Fig. 1: placement by cell class
Fill, decap, tap and diode cells in gray.
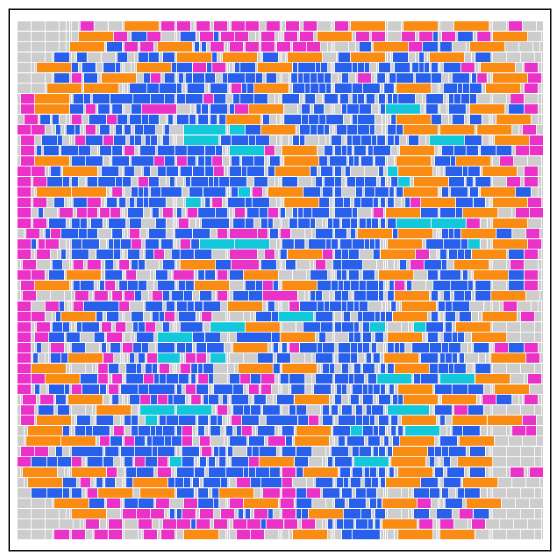
Fig. 2: wiring by layer
Scale bar: 50 µm. Only two layers are drawn.
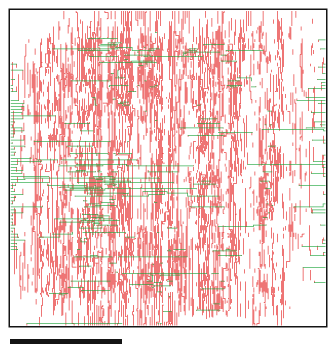
Fig. 3: PDN straps and rails
Scale bar: 50 µm. Pins as bars on the die edge.
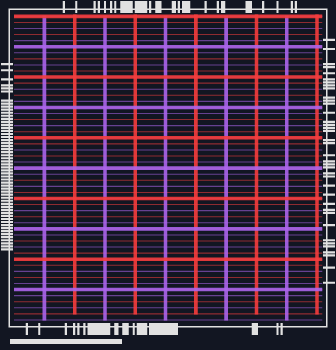
$ cat config.mk
export PLATFORM = sky130hd
export DESIGN_NAME = nco_sweep_flat
export DESIGN_NICKNAME = d
export VERILOG_FILES = /design/src/rtl/nco_sweep_if.sv /design/src/rtl/nco_sweep.sv /design/src/flat_wrapper.sv
export SDC_FILE = /design/constraint.sdc
export NUM_CORES = 1
export LEC_CHECK = 0
export CORE_MARGIN = 1.5
export CORE_UTILIZATION = 55
export DETAILED_ROUTE_END_ITERATION = 7
export PLACE_DENSITY_LB_ADDON = 0.25
export SKIP_CTS_REPAIR_TIMING = 1
export SLEW_MARGIN = 10
export SYNTH_ARGS = -nofsm -noshare
export SYNTH_HDL_FRONTEND = slang
export SYNTH_SLANG_ARGS = --single-unit
$ cat constraint.sdc
create_clock -name clk -period 5 [get_ports clk]
set_input_delay 0.75 -clock clk [delete_from_list [all_inputs] [get_ports clk]]
set_output_delay 0.75 -clock clk [all_outputs]
set_load 0.02 [all_outputs]
$ cat src/rtl/nco_sweep_if.sv
// Control and observation bundle for the sweeping NCO.
interface nco_sweep_if #(
    parameter int ACC_W = 32,
    parameter int OUT_W = 12
);
    logic             en;
    logic             phase_sync;
    logic [ACC_W-1:0] ftw_in;
    logic             ftw_load;
    logic [ACC_W-1:0] pow_in;
    logic             pow_load;
    logic             sweep_en;
    logic [ACC_W-1:0] sweep_step;
    logic [ACC_W-1:0] sweep_stop;
    logic [OUT_W-1:0] phase_out;
    logic             clkout;
    logic             acc_wrap;
    logic             sweep_wrap;
    logic [ACC_W-1:0] ftw_cur_o;

    modport master (
        output en, phase_sync, ftw_in, ftw_load, pow_in, pow_load,
               sweep_en, sweep_step, sweep_stop,
        input  phase_out, clkout, acc_wrap, sweep_wrap, ftw_cur_o
    );

    modport slave (
        input  en, phase_sync, ftw_in, ftw_load, pow_in, pow_load,
               sweep_en, sweep_step, sweep_stop,
        output phase_out, clkout, acc_wrap, sweep_wrap, ftw_cur_o
    );
endinterface

$ cat src/rtl/nco_sweep.sv
// Phase-accumulator NCO with tuning/offset load, phase sync and linear chirp.
module nco_sweep #(
    parameter int ACC_W = 32,
    parameter int OUT_W = 12
) (
    input  logic        clk,
    input  logic        rst_n,
    nco_sweep_if.slave  bus
);
    typedef enum logic [1:0] {IDLE, RUN, SWEEP} state_t;

    state_t           state_q, state_d;
    logic [ACC_W-1:0] acc_q, acc_d;
    logic [ACC_W-1:0] ftw_cur_q, ftw_cur_d;
    logic [ACC_W-1:0] ftw_start_q, ftw_start_d;
    logic [ACC_W-1:0] pow_cur_q, pow_cur_d;
    logic [OUT_W-1:0] phase_q, phase_d;
    logic             acc_wrap_q, acc_wrap_d;
    logic             sweep_wrap_q, sweep_wrap_d;

    logic             accumulate;
    logic             sweep_begin;
    logic             sweep_advance;
    logic [ACC_W:0]   acc_sum;
    logic [ACC_W:0]   ftw_next;
    logic [ACC_W-1:0] phase_sum;

    // State register
    always_ff @(posedge clk or negedge rst_n) begin
        if (!rst_n) begin
            state_q <= IDLE;
        end else begin
            state_q <= state_d;
        end
    end

    // Next state: en gates everything, sweep_en picks the running mode
    always_comb begin
        state_d = state_q;
        case (state_q)
            IDLE, RUN, SWEEP: begin
                if (!bus.en) begin
                    state_d = IDLE;
                end else if (bus.sweep_en) begin
                    state_d = SWEEP;
                end else begin
                    state_d = RUN;
                end
            end
            default: state_d = IDLE;
        endcase
    end

    // FSM outputs: the destination state decides this edge's datapath action
    always_comb begin
        accumulate    = (state_d != IDLE);
        sweep_begin   = (state_q == RUN) && (state_d == SWEEP);
        sweep_advance = (state_q == SWEEP) && (state_d == SWEEP);
    end

    // Datapath next-state: accumulate, chirp step/restart, load strobes, output pipe
    always_comb begin
        acc_sum      = {1'b0, acc_q} + {1'b0, ftw_cur_q};
        ftw_next     = {1'b0, ftw_cur_q} + {1'b0, bus.sweep_step};
        phase_sum    = acc_q + pow_cur_q;
        phase_d      = OUT_W'(phase_sum >> (ACC_W - OUT_W));

        acc_d        = acc_q;
        acc_wrap_d   = 1'b0;
        ftw_cur_d    = ftw_cur_q;
        ftw_start_d  = ftw_start_q;
        pow_cur_d    = pow_cur_q;
        sweep_wrap_d = 1'b0;

        if (bus.phase_sync) begin
            acc_d = '0;
        end else if (accumulate) begin
            acc_d      = acc_sum[ACC_W-1:0];
            acc_wrap_d = acc_sum[ACC_W];
        end

        if (sweep_begin) begin
            ftw_cur_d = ftw_start_q;
        end else if (sweep_advance) begin
            if (ftw_next > {1'b0, bus.sweep_stop}) begin
                ftw_cur_d    = ftw_start_q;
                sweep_wrap_d = 1'b1;
            end else begin
                ftw_cur_d = ftw_next[ACC_W-1:0];
            end
        end

        // A tuning-word load wins over any sweep action on the same edge
        if (bus.ftw_load) begin
            ftw_cur_d    = bus.ftw_in;
            ftw_start_d  = bus.ftw_in;
            sweep_wrap_d = 1'b0;
        end

        if (bus.pow_load) begin
            pow_cur_d = bus.pow_in;
        end
    end

    // Datapath registers
    always_ff @(posedge clk or negedge rst_n) begin
        if (!rst_n) begin
            acc_q        <= '0;
            ftw_cur_q    <= '0;
            ftw_start_q  <= '0;
            pow_cur_q    <= '0;
            phase_q      <= '0;
            acc_wrap_q   <= 1'b0;
            sweep_wrap_q <= 1'b0;
        end else begin
            acc_q        <= acc_d;
            ftw_cur_q    <= ftw_cur_d;
            ftw_start_q  <= ftw_start_d;
            pow_cur_q    <= pow_cur_d;
            phase_q      <= phase_d;
            acc_wrap_q   <= acc_wrap_d;
            sweep_wrap_q <= sweep_wrap_d;
        end
    end

    assign bus.phase_out  = phase_q;
    assign bus.clkout     = phase_q[OUT_W-1];
    assign bus.acc_wrap   = acc_wrap_q;
    assign bus.sweep_wrap = sweep_wrap_q;
    assign bus.ftw_cur_o  = ftw_cur_q;
endmodule
$ cat src/flat_wrapper.sv
// flat-port wrapper written by rule: the top's interface ports become plain ports
module nco_sweep_flat 
#(
    parameter int ACC_W = 32,
    parameter int OUT_W = 12
)
  (clk, rst_n, bus_en, bus_phase_sync, bus_ftw_in, bus_ftw_load, bus_pow_in, bus_pow_load, bus_sweep_en, bus_sweep_step, bus_sweep_stop, bus_phase_out, bus_clkout, bus_acc_wrap, bus_sweep_wrap, bus_ftw_cur_o);
  nco_sweep_if #(.ACC_W(ACC_W), .OUT_W(OUT_W)) bus_i ();
  input  logic clk;
  input  logic rst_n;
  input wire logic [$bits(bus_i.en)-1:0] bus_en;
  input wire logic [$bits(bus_i.phase_sync)-1:0] bus_phase_sync;
  input wire logic [$bits(bus_i.ftw_in)-1:0] bus_ftw_in;
  input wire logic [$bits(bus_i.ftw_load)-1:0] bus_ftw_load;
  input wire logic [$bits(bus_i.pow_in)-1:0] bus_pow_in;
  input wire logic [$bits(bus_i.pow_load)-1:0] bus_pow_load;
  input wire logic [$bits(bus_i.sweep_en)-1:0] bus_sweep_en;
  input wire logic [$bits(bus_i.sweep_step)-1:0] bus_sweep_step;
  input wire logic [$bits(bus_i.sweep_stop)-1:0] bus_sweep_stop;
  output wire logic [$bits(bus_i.phase_out)-1:0] bus_phase_out;
  output wire logic [$bits(bus_i.clkout)-1:0] bus_clkout;
  output wire logic [$bits(bus_i.acc_wrap)-1:0] bus_acc_wrap;
  output wire logic [$bits(bus_i.sweep_wrap)-1:0] bus_sweep_wrap;
  output wire logic [$bits(bus_i.ftw_cur_o)-1:0] bus_ftw_cur_o;
  assign bus_i.en = bus_en;
  assign bus_i.phase_sync = bus_phase_sync;
  assign bus_i.ftw_in = bus_ftw_in;
  assign bus_i.ftw_load = bus_ftw_load;
  assign bus_i.pow_in = bus_pow_in;
  assign bus_i.pow_load = bus_pow_load;
  assign bus_i.sweep_en = bus_sweep_en;
  assign bus_i.sweep_step = bus_sweep_step;
  assign bus_i.sweep_stop = bus_sweep_stop;
  assign bus_phase_out = bus_i.phase_out;
  assign bus_clkout = bus_i.clkout;
  assign bus_acc_wrap = bus_i.acc_wrap;
  assign bus_sweep_wrap = bus_i.sweep_wrap;
  assign bus_ftw_cur_o = bus_i.ftw_cur_o;
  nco_sweep #(.ACC_W(ACC_W), .OUT_W(OUT_W)) u_core (.clk(clk), .rst_n(rst_n), .bus(bus_i));
endmodule
==> run notes <==
- complete, no violations — status
- 0 — final hold violations
- 34.1% — Area leader share
- 17 — Num CTS Buffers
- input pin to flip-flop — path type of the worst setup path
- 1656 — layout net count
- 67 — largest net degree at the start of global routing
- 67.1 ps — final worst-path setup slack
- 0 — antenna violations before repair
- 9839 — vias after detailed routing
- 0.0188 mm² — core footprint
- 15.3% — Adders+Majority by Area
- dfrtp_1 — dominant synthesized flop cell
- 11.3 ps — clock skew
- 4 — CTS H-tree lvls
- 0.954 — weighted congestion reported at the end of routability-driven placement
- -636 ps — DP Worst Slack
- input pin — element type at the critical path start
- 29.6% — total global routing track utilization
- 0 — tally of max-capacitance violations
- 6.65 nW — LEAKAGE
- clkdlybuf4s50_1, dfrtp_1, ha_1 — most used cells in the layout excluding fill and tap cells
- 18.4 µm — DR WL/cell
- 50 — standard-cell rows
- 6.00 — detail-routed via count per cell
- 0.000271 V — worst supply voltage drop on vdd
- 0 — Slew Viols, Final
- 18.1% — share of layout cells above drive strength 1
- 5250 ps — critical path arrival
- 13400 µm — Post-Route M1 WL
- 34.1% — Post-synth seq share
- 0.0106 mm² — yosys synthesis chip area
- 440 ps — worst skew pair latency
- 0 — number of enable flip-flop cells
- 2 — clk buf depth
- 0 — Synth warnings
- 0 — Post-DRT Antenna Nets
- 4930 ps — Tmin final
- yes — CTS tree
- 70 ps — clock transition at the register clock pins on the worst setup and hold paths after CTS
- 144 — register bit total from synthesis
- 0 — number of diodes
- AND-OR/OR-AND gates — Largest delay share family, worst path
- 181 — number of input and output port buffers inserted
- clkdlybuf4s50_1 — most numerous logic cell after layout
- 144 — clock sink total
- 98.7% — share of the cycle needed by the critical path after routing
- 6 — drt first pass iters
- 778 — DRT iter0 DRCs
- 9.68% — mux cell area share after synthesis
- 22600 µm — placed wire-length estimate
- 1383 — post-synthesis net count
- 66 — Netlist cell types
- 0 — DRC viols
- 56.3% — initial cell density of the core
- 9409 — via count of the first global-routing pass
- 182 — Boundary Pins
- 1990 µm — amount of wire on met3 after detailed routing
- 47000 µm — wire length of the first global-routing pass
- 20.9% — compound-cell area share of the yosys netlist
- 774 ps — transition time of the tightest slew-check pin
- flip-flop — type of destination of the critical path
- 142 µm — height of the chip
- 12.1% — area fraction in and, or, nand and nor cells
- 4.48% — XOR/XNOR share of the synthesized area
- clkbuf_16 — Root Driver
- met4 — uppermost metal layer occupied by signal nets
- 5320 ps — required time of the worst setup path
- 6 — highest fanout seen on the critical path
- 27 — warning total across the stage logs
- 4 — critical path buffer and inverter count
- 368 mW/mm² — power per cell area
- dfrtp_1, ha_1, mux2_2 — top cells by area in the synthesized netlist
- AND-OR/OR-AND gates — Dominant comb cell
- input pin to async pin — Hold/Removal Path Class
About Fig. 1:
color	class	cells
magenta	remaining buffers and delay cells	292
orange	registers	144
cyan	clock drivers and dummy loads	32
blue	remaining logic cells	938

About Fig. 2:
color	layer	wire length
green	M3	1990 µm
red	M2	14000 µm

About Fig. 3:
color	net
red	VDD
purple	VSS
rows	50
signal pins	182

[flip-flops by register name, indices dropped and copies added (netlist names)]
name,flops
u_core.ftw_start_q,32
u_core.bus.phase_out,12
u_core.acc_q,32
u_core.pow_cur_q,32
u_core.bus.acc_wrap,1
u_core.state_q,2
u_core.bus.ftw_cur_o,32
u_core.bus.sweep_wrap,1
[cells in the mapped netlist (28+ instances only)]
cell type  instances
a21o_1            35
a21oi_1           88
a22oi_1           31
dfrtp_1          144
ha_1             126
inv_1             55
mux2_2            65
mux2i_1           29
nand2_1           86
nand3_1           28
nor2_1            62
nor3_1            32
o21ai_0           70
xnor2_1           36
[logic make-up after synthesis]
logic type,Yosys count
AOI/OAI and AO/OA,336
xor gates and xnor gates,54
adders and majority gates,128
buffers and inverters,93
DFF,144
muxes,94
and+or+nand+nor,271
[stage by stage]
step           instance area, µm²  power (mW)  hold WS [ps]  std cells  utilization, %
5_1_grt                     14200        5.52           328       1640            75.8
6_report                    14200        5.23           280       1640            75.8
3_5_place_dp                13300        3.66           495       1598            70.7
4_1_cts                     13900        5.02           313       1630            74.0
2_1_floorplan               10600        2.81           454       1120               -
3_3_place_gp                13300        3.60           488       1598            70.7
[power breakdown]
group,total [mW],internal [mW],switching (mW)
Clock,1.34,0.762,0.582
Sequential,1.47,1.32,0.146
Combinational,2.42,1.23,1.19
Total,5.23,3.32,1.92
[per-layer routing]
layer | vias to the layer above | GRT usage [%]
li1 | 4711 | -
met1 | 4663 | 41.0
met2 | 388 | 47.3
met3 | 77 | 4.45
met4 | 0 | 10.5
met5 | - | 0
[area by class of cell]
cell class	count	area, µm²
clock buffer	17	425
clock inverter	15	190
fill	1334	4540
inverter	55	206
multi-input combinational	883	6770
sequential	144	3600
tap	234	293
timing repair buffer	292	2730
[final timing paths]
kind                                                     start                                   to  slack [ps]  depth (start not counted)
setup / recovery                             bus_sweep_step[8]  u_core.bus.ftw_cur_o[5]$_DFFE_PN0P_          70                         22
hold / removal                                           rst_n   u_core.ftw_start_q[12]$_DFFE_PN0P_         280                          1
setup reg to reg           u_core.bus.ftw_cur_o[1]$_DFFE_PN0P_  u_core.bus.ftw_cur_o[5]$_DFFE_PN0P_         160                         21
hold reg to reg              u_core.ftw_start_q[7]$_DFFE_PN0P_    u_core.ftw_start_q[7]$_DFFE_PN0P_         510                          1
max in group asynchronous                                rst_n     u_core.pow_cur_q[19]$_DFFE_PN0P_        3630                          2
min in group clk             u_core.ftw_start_q[7]$_DFFE_PN0P_    u_core.ftw_start_q[7]$_DFFE_PN0P_         510                          1
Power is estimated from default activity; no workload was simulated.
